### src/rtl/mc_pkg.sv
// mc_pkg: state encodings, opcodes and datapath select encodings for the multicycle controller
package mc_pkg;
  typedef enum logic [3:0] {
    S_FETCH  = 4'd0,
    S_DECODE = 4'd1,
    S_MEMADR = 4'd2,
    S_MEMRD  = 4'd3,
    S_MEMWB  = 4'd4,
    S_MEMWR  = 4'd5,
    S_EXEC   = 4'd6,
    S_ALUWB  = 4'd7,
    S_BRANCH = 4'd8,
    S_JUMP   = 4'd9,
    S_ADDIEX = 4'd10,
    S_ADDIWB = 4'd11
  } state_t;
  localparam logic [5:0] OP_R    = 6'b000000;
  localparam logic [5:0] OP_LW   = 6'b100011;
  localparam logic [5:0] OP_SW   = 6'b101011;
  localparam logic [5:0] OP_BEQ  = 6'b000100;
  localparam logic [5:0] OP_J    = 6'b000010;
  localparam logic [5:0] OP_ADDI = 6'b001000;
  localparam logic [1:0] SRCB_B      = 2'b00;
  localparam logic [1:0] SRCB_FOUR   = 2'b01;
  localparam logic [1:0] SRCB_IMM    = 2'b10;
  localparam logic [1:0] SRCB_IMMSH2 = 2'b11;
  localparam logic [1:0] ALUOP_ADD   = 2'b00;
  localparam logic [1:0] ALUOP_SUB   = 2'b01;
  localparam logic [1:0] ALUOP_FUNCT = 2'b10;
  localparam logic [1:0] PCSRC_ALU    = 2'b00;
  localparam logic [1:0] PCSRC_ALUOUT = 2'b01;
  localparam logic [1:0] PCSRC_JUMP   = 2'b10;
endpackage

### src/rtl/mc_out_decode.sv
// mc_out_decode: combinational decode of state and mem_ready into the datapath control word
module mc_out_decode
  import mc_pkg::*;
(
  input  logic [3:0] state,
  input  logic       mem_ready,
  output logic       IorD,
  output logic       MemRead,
  output logic       MemWrite,
  output logic       IRWrite,
  output logic       PCWrite,
  output logic       PCWriteCond,
  output logic       RegWrite,
  output logic       RegDst,
  output logic       MemtoReg,
  output logic       ALUSrcA,
  output logic [1:0] ALUSrcB,
  output logic [1:0] ALUOp,
  output logic [1:0] PCSource
);
  always_comb begin
    IorD        = 1'b0;
    MemRead     = 1'b0;
    MemWrite    = 1'b0;
    IRWrite     = 1'b0;
    PCWrite     = 1'b0;
    PCWriteCond = 1'b0;
    RegWrite    = 1'b0;
    RegDst      = 1'b0;
    MemtoReg    = 1'b0;
    ALUSrcA     = 1'b0;
    ALUSrcB     = SRCB_B;
    ALUOp       = ALUOP_ADD;
    PCSource    = PCSRC_ALU;
    case (state)
      S_FETCH: begin
        MemRead = 1'b1;
        ALUSrcB = SRCB_FOUR;
        IRWrite = mem_ready;
        PCWrite = mem_ready;
      end
      S_DECODE: ALUSrcB = SRCB_IMMSH2;
      S_MEMADR, S_ADDIEX: begin
        ALUSrcA = 1'b1;
        ALUSrcB = SRCB_IMM;
      end
      S_MEMRD: begin
        IorD    = 1'b1;
        MemRead = 1'b1;
      end
      S_MEMWB: begin
        MemtoReg = 1'b1;
        RegWrite = 1'b1;
      end
      S_MEMWR: begin
        IorD     = 1'b1;
        MemWrite = 1'b1;
      end
      S_EXEC: begin
        ALUSrcA = 1'b1;
        ALUOp   = ALUOP_FUNCT;
      end
      S_ALUWB: begin
        RegDst   = 1'b1;
        RegWrite = 1'b1;
      end
      S_ADDIWB: RegWrite = 1'b1;
      S_BRANCH: begin
        ALUSrcA     = 1'b1;
        ALUOp       = ALUOP_SUB;
        PCSource    = PCSRC_ALUOUT;
        PCWriteCond = 1'b1;
      end
      S_JUMP: begin
        PCSource = PCSRC_JUMP;
        PCWrite  = 1'b1;
      end
      default: ;
    endcase
  end
endmodule

### src/rtl/mc_control.sv
// mc_control: multicycle CPU control FSM sequencing memory, IR, PC, register file and ALU muxes
module mc_control
  import mc_pkg::*;
(
  input  logic       clk,
  input  logic       rst_n,
  input  logic [5:0] op,
  input  logic       mem_ready,
  output logic       IorD,
  output logic       MemRead,
  output logic       MemWrite,
  output logic       IRWrite,
  output logic       PCWrite,
  output logic       PCWriteCond,
  output logic       RegWrite,
  output logic       RegDst,
  output logic       MemtoReg,
  output logic       ALUSrcA,
  output logic [1:0] ALUSrcB,
  output logic [1:0] ALUOp,
  output logic [1:0] PCSource,
  output logic [3:0] state,
  output logic       illegal_op
);
  state_t     state_q, state_d;
  logic [5:0] op_q, op_d;
  logic       illegal_q, illegal_d;
  logic       mem_read_c, mem_write_c, ir_write_c, pc_write_c, pc_write_cond_c, reg_write_c;
  always_comb begin
    state_d   = S_FETCH;
    op_d      = op_q;
    illegal_d = illegal_q;
    case (state_q)
      S_FETCH:  state_d = mem_ready ? S_DECODE : S_FETCH;
      S_DECODE: begin
        op_d      = op;
        state_d   = (op == OP_LW || op == OP_SW) ? S_MEMADR :
                    op == OP_R    ? S_EXEC   :
                    op == OP_BEQ  ? S_BRANCH :
                    op == OP_J    ? S_JUMP   :
                    op == OP_ADDI ? S_ADDIEX : S_FETCH;
        illegal_d = illegal_q | (state_d == S_FETCH);
      end
      S_MEMADR: state_d = op_q == OP_LW ? S_MEMRD : S_MEMWR;
      S_MEMRD:  state_d = mem_ready ? S_MEMWB : S_MEMRD;
      S_MEMWR:  state_d = mem_ready ? S_FETCH : S_MEMWR;
      S_EXEC:   state_d = S_ALUWB;
      S_ADDIEX: state_d = S_ADDIWB;
      default:  state_d = S_FETCH;
    endcase
  end
  always_ff @(posedge clk or negedge rst_n) begin
    if (!rst_n) begin
      state_q   <= S_FETCH;
      op_q      <= '0;
      illegal_q <= 1'b0;
    end else begin
      state_q   <= state_d;
      op_q      <= op_d;
      illegal_q <= illegal_d;
    end
  end
  mc_out_decode u_dec (
    .state      (state_q),
    .mem_ready  (mem_ready),
    .IorD       (IorD),
    .MemRead    (mem_read_c),
    .MemWrite   (mem_write_c),
    .IRWrite    (ir_write_c),
    .PCWrite    (pc_write_c),
    .PCWriteCond(pc_write_cond_c),
    .RegWrite   (reg_write_c),
    .RegDst     (RegDst),
    .MemtoReg   (MemtoReg),
    .ALUSrcA    (ALUSrcA),
    .ALUSrcB    (ALUSrcB),
    .ALUOp      (ALUOp),
    .PCSource   (PCSource)
  );
  assign MemRead     = mem_read_c & rst_n;
  assign MemWrite    = mem_write_c & rst_n;
  assign IRWrite     = ir_write_c & rst_n;
  assign PCWrite     = pc_write_c & rst_n;
  assign PCWriteCond = pc_write_cond_c & rst_n;
  assign RegWrite    = reg_write_c & rst_n;
  assign state       = state_q;
  assign illegal_op  = illegal_q;
endmodule

### config.mk
export PLATFORM = sky130hd
export DESIGN_NAME = mc_control
export DESIGN_NICKNAME = d
export VERILOG_FILES = /design/src/rtl/mc_pkg.sv /design/src/rtl/mc_out_decode.sv /design/src/rtl/mc_control.sv
export SDC_FILE = /design/constraint.sdc
export NUM_CORES = 1
export LEC_CHECK = 0
export ABC_CLOCK_PERIOD_IN_PS = 4190
export CORE_MARGIN = 2
export CORE_UTILIZATION = 25
export DETAILED_ROUTE_END_ITERATION = 10
export PLACE_DENSITY = 0.52
export REMOVE_ABC_BUFFERS = 1
export SLEW_MARGIN = 30
export SYNTH_ARGS = -nofsm -noshare
export SYNTH_HDL_FRONTEND = slang
export SYNTH_SLANG_ARGS = --single-unit
### constraint.sdc
create_clock -name clk -period 4.19 [get_ports clk]
set_input_delay 0.6285 -clock clk [delete_from_list [all_inputs] [get_ports clk]]
set_output_delay 0.6285 -clock clk [all_outputs]
set_load 0.05 [all_outputs]
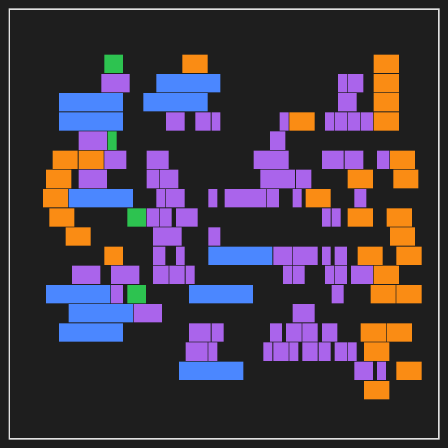
**Above:** placement by cell class.
Blue is flip-flops, cells 11. Green is clock drivers and dummy loads, cells 4. Purple is all other logic, cells 76. Orange is other buffers and delay cells, cells 30.

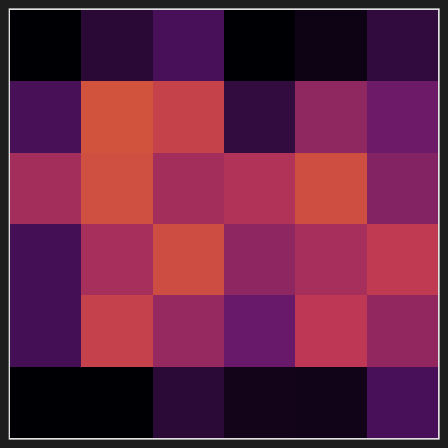
**Above:** cell density map.
The die is cut into 6 by 6 equal tiles; black is low, pale yellow is high, 0 to 100% covered.
11% of the tiles are nearly empty. The mean over all tiles is 30%. The fullest tile reaches 58%. The emptiest ninth of the die: lower left.

==> flow_summary_export.csv <==
group,metric,value,unit
logic_synthesis,ys_cells,92,
final_layout,lay_top_count,"clkdlybuf4s50_1",
worst_setup_path,cp-end-kind,"output pin",
global_route,grtUsageTotal,12.81,%
logic_synthesis,top_area_share,34.27,%
worst_setup_path,cp_slowest_cell,"clkdlybuf4s50_1",
final_timing,setup_slack,962.0,ps
worst_setup_path,crit_type,"input pin to output pin",
floorplanning,num_rows,20,
pwr,net-switching-power,143.0,uW
final_layout,nFillCells,324,
cts,htreeDepth,1,
routing,ant_nets,0,
hold_path,min_path_cells,1,
status,status,"complete, no violations",
cts,postCtsResizedCells,0,
logic_synthesis,ys_sh_xor,2.181,%
pwr,comb_power_share,39.2,%
routing,wl,2168,um
final_timing,fmax,0.3098,GHz
placed_design,dpl.hpwl,1641,um
placed_design,place.gp.congestion,0.7347,
routing,wl_met2,1014,um
global_route,overflow,0,
logic_synthesis,aoi_share,16.67,%
worst_setup_path,regToRegEndpoint,"op_q[3]",
worst_setup_path,arrival,2600,ps
floorplanning,dieHeight,60.69,um
logic_synthesis,synthTopCellsByArea,"dfrtp_1, mux2_2, nor3_1",
cts,ctsHoldBuffers,0,
worst_setup_path,critical_path.top_delay_family,"buffers and inverters",
final_timing,post-route-period-util,77.04,%
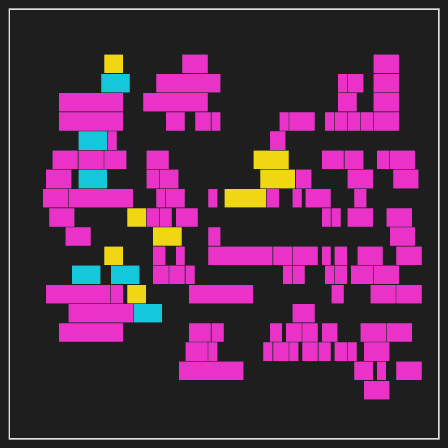
**Above:** cell sizes after repair.
Cyan is drive 2, cells 6, share 5.0%. Magenta is drive 1 or less, cells 107, share 88%. Yellow is drive 3 to 4, cells 8, share 6.6%.

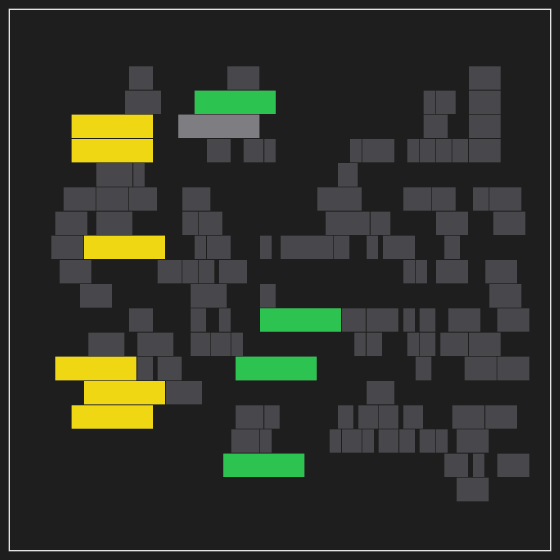
**Above:** sequential cells coloured by netlist name.
Green is state, flops 4. Yellow is op_q, flops 6.

synth_stat cells, types with 3 or more instances:
library cell	count
nor3_1	8
o21ai_0	5
nand2_1	7
inv_1	3
buf_4	3
a21oi_1	4
dfrtp_1	11
nor2_1	9
mux2_2	6
nand3_1	3
worst register-to-register path, stage by stage, from the launching register on:
cell	delay [ps]
dfrtp_1	730
nand2b_4	120
nor3_4	380
mux2_2	390
how the worst max path moves through the flow:
stage | from | slack [ps] | end
finish | mem_ready | 960 | PCWrite
global placement | mem_ready | 1010 | PCWrite
detailed placement | mem_ready | 970 | PCWrite
CTS | mem_ready | 960 | PCWrite
global route | mem_ready | 820 | PCWrite
floorplan | state[2] | 810 | PCWriteCond
power by group through the flow:
stage               Sequential (mW)  Clock [mW]  Combinational [mW]
detailed placement            0.156           0               0.148
finish                        0.155      0.0727               0.146
global placement              0.155           0               0.146
CTS                           0.154      0.0761               0.148
global route                  0.158      0.0800               0.159
floorplan                     0.159           0              0.0920
final cells by class:
cell class,instances,area (um^2),share of cell area (%)
multi-input combinational,73,484.2,42.11
timing repair buffer,30,297.8,25.90
sequential,11,275.3,23.94
tap,44,55.05,4.788
clock buffer,4,26.28,2.285
inverter,3,11.26,0.9793
through the flow:
stage / hold slack [ps] / power [mW] / utilization (%)
2_1_floorplan: 332.9 / 0.2513 / -
3_3_place_gp: 448.9 / 0.3017 / 36.80
5_1_grt: 495.2 / 0.3973 / 37.66
3_5_place_dp: 451.6 / 0.3042 / 36.80
6_report: 464.7 / 0.3738 / 37.66
4_1_cts: 467.3 / 0.3781 / 37.66
metal layers:
metal | track usage [%] | vias up
met2 | 20.89 | 29
li1 | - | 397
met3 | 1.919 | 2
met1 | 16.86 | 363
met5 | 0 | -
met4 | 5.590 | 0
Power figures rest on the tool's default switching activity, not on a simulated workload.
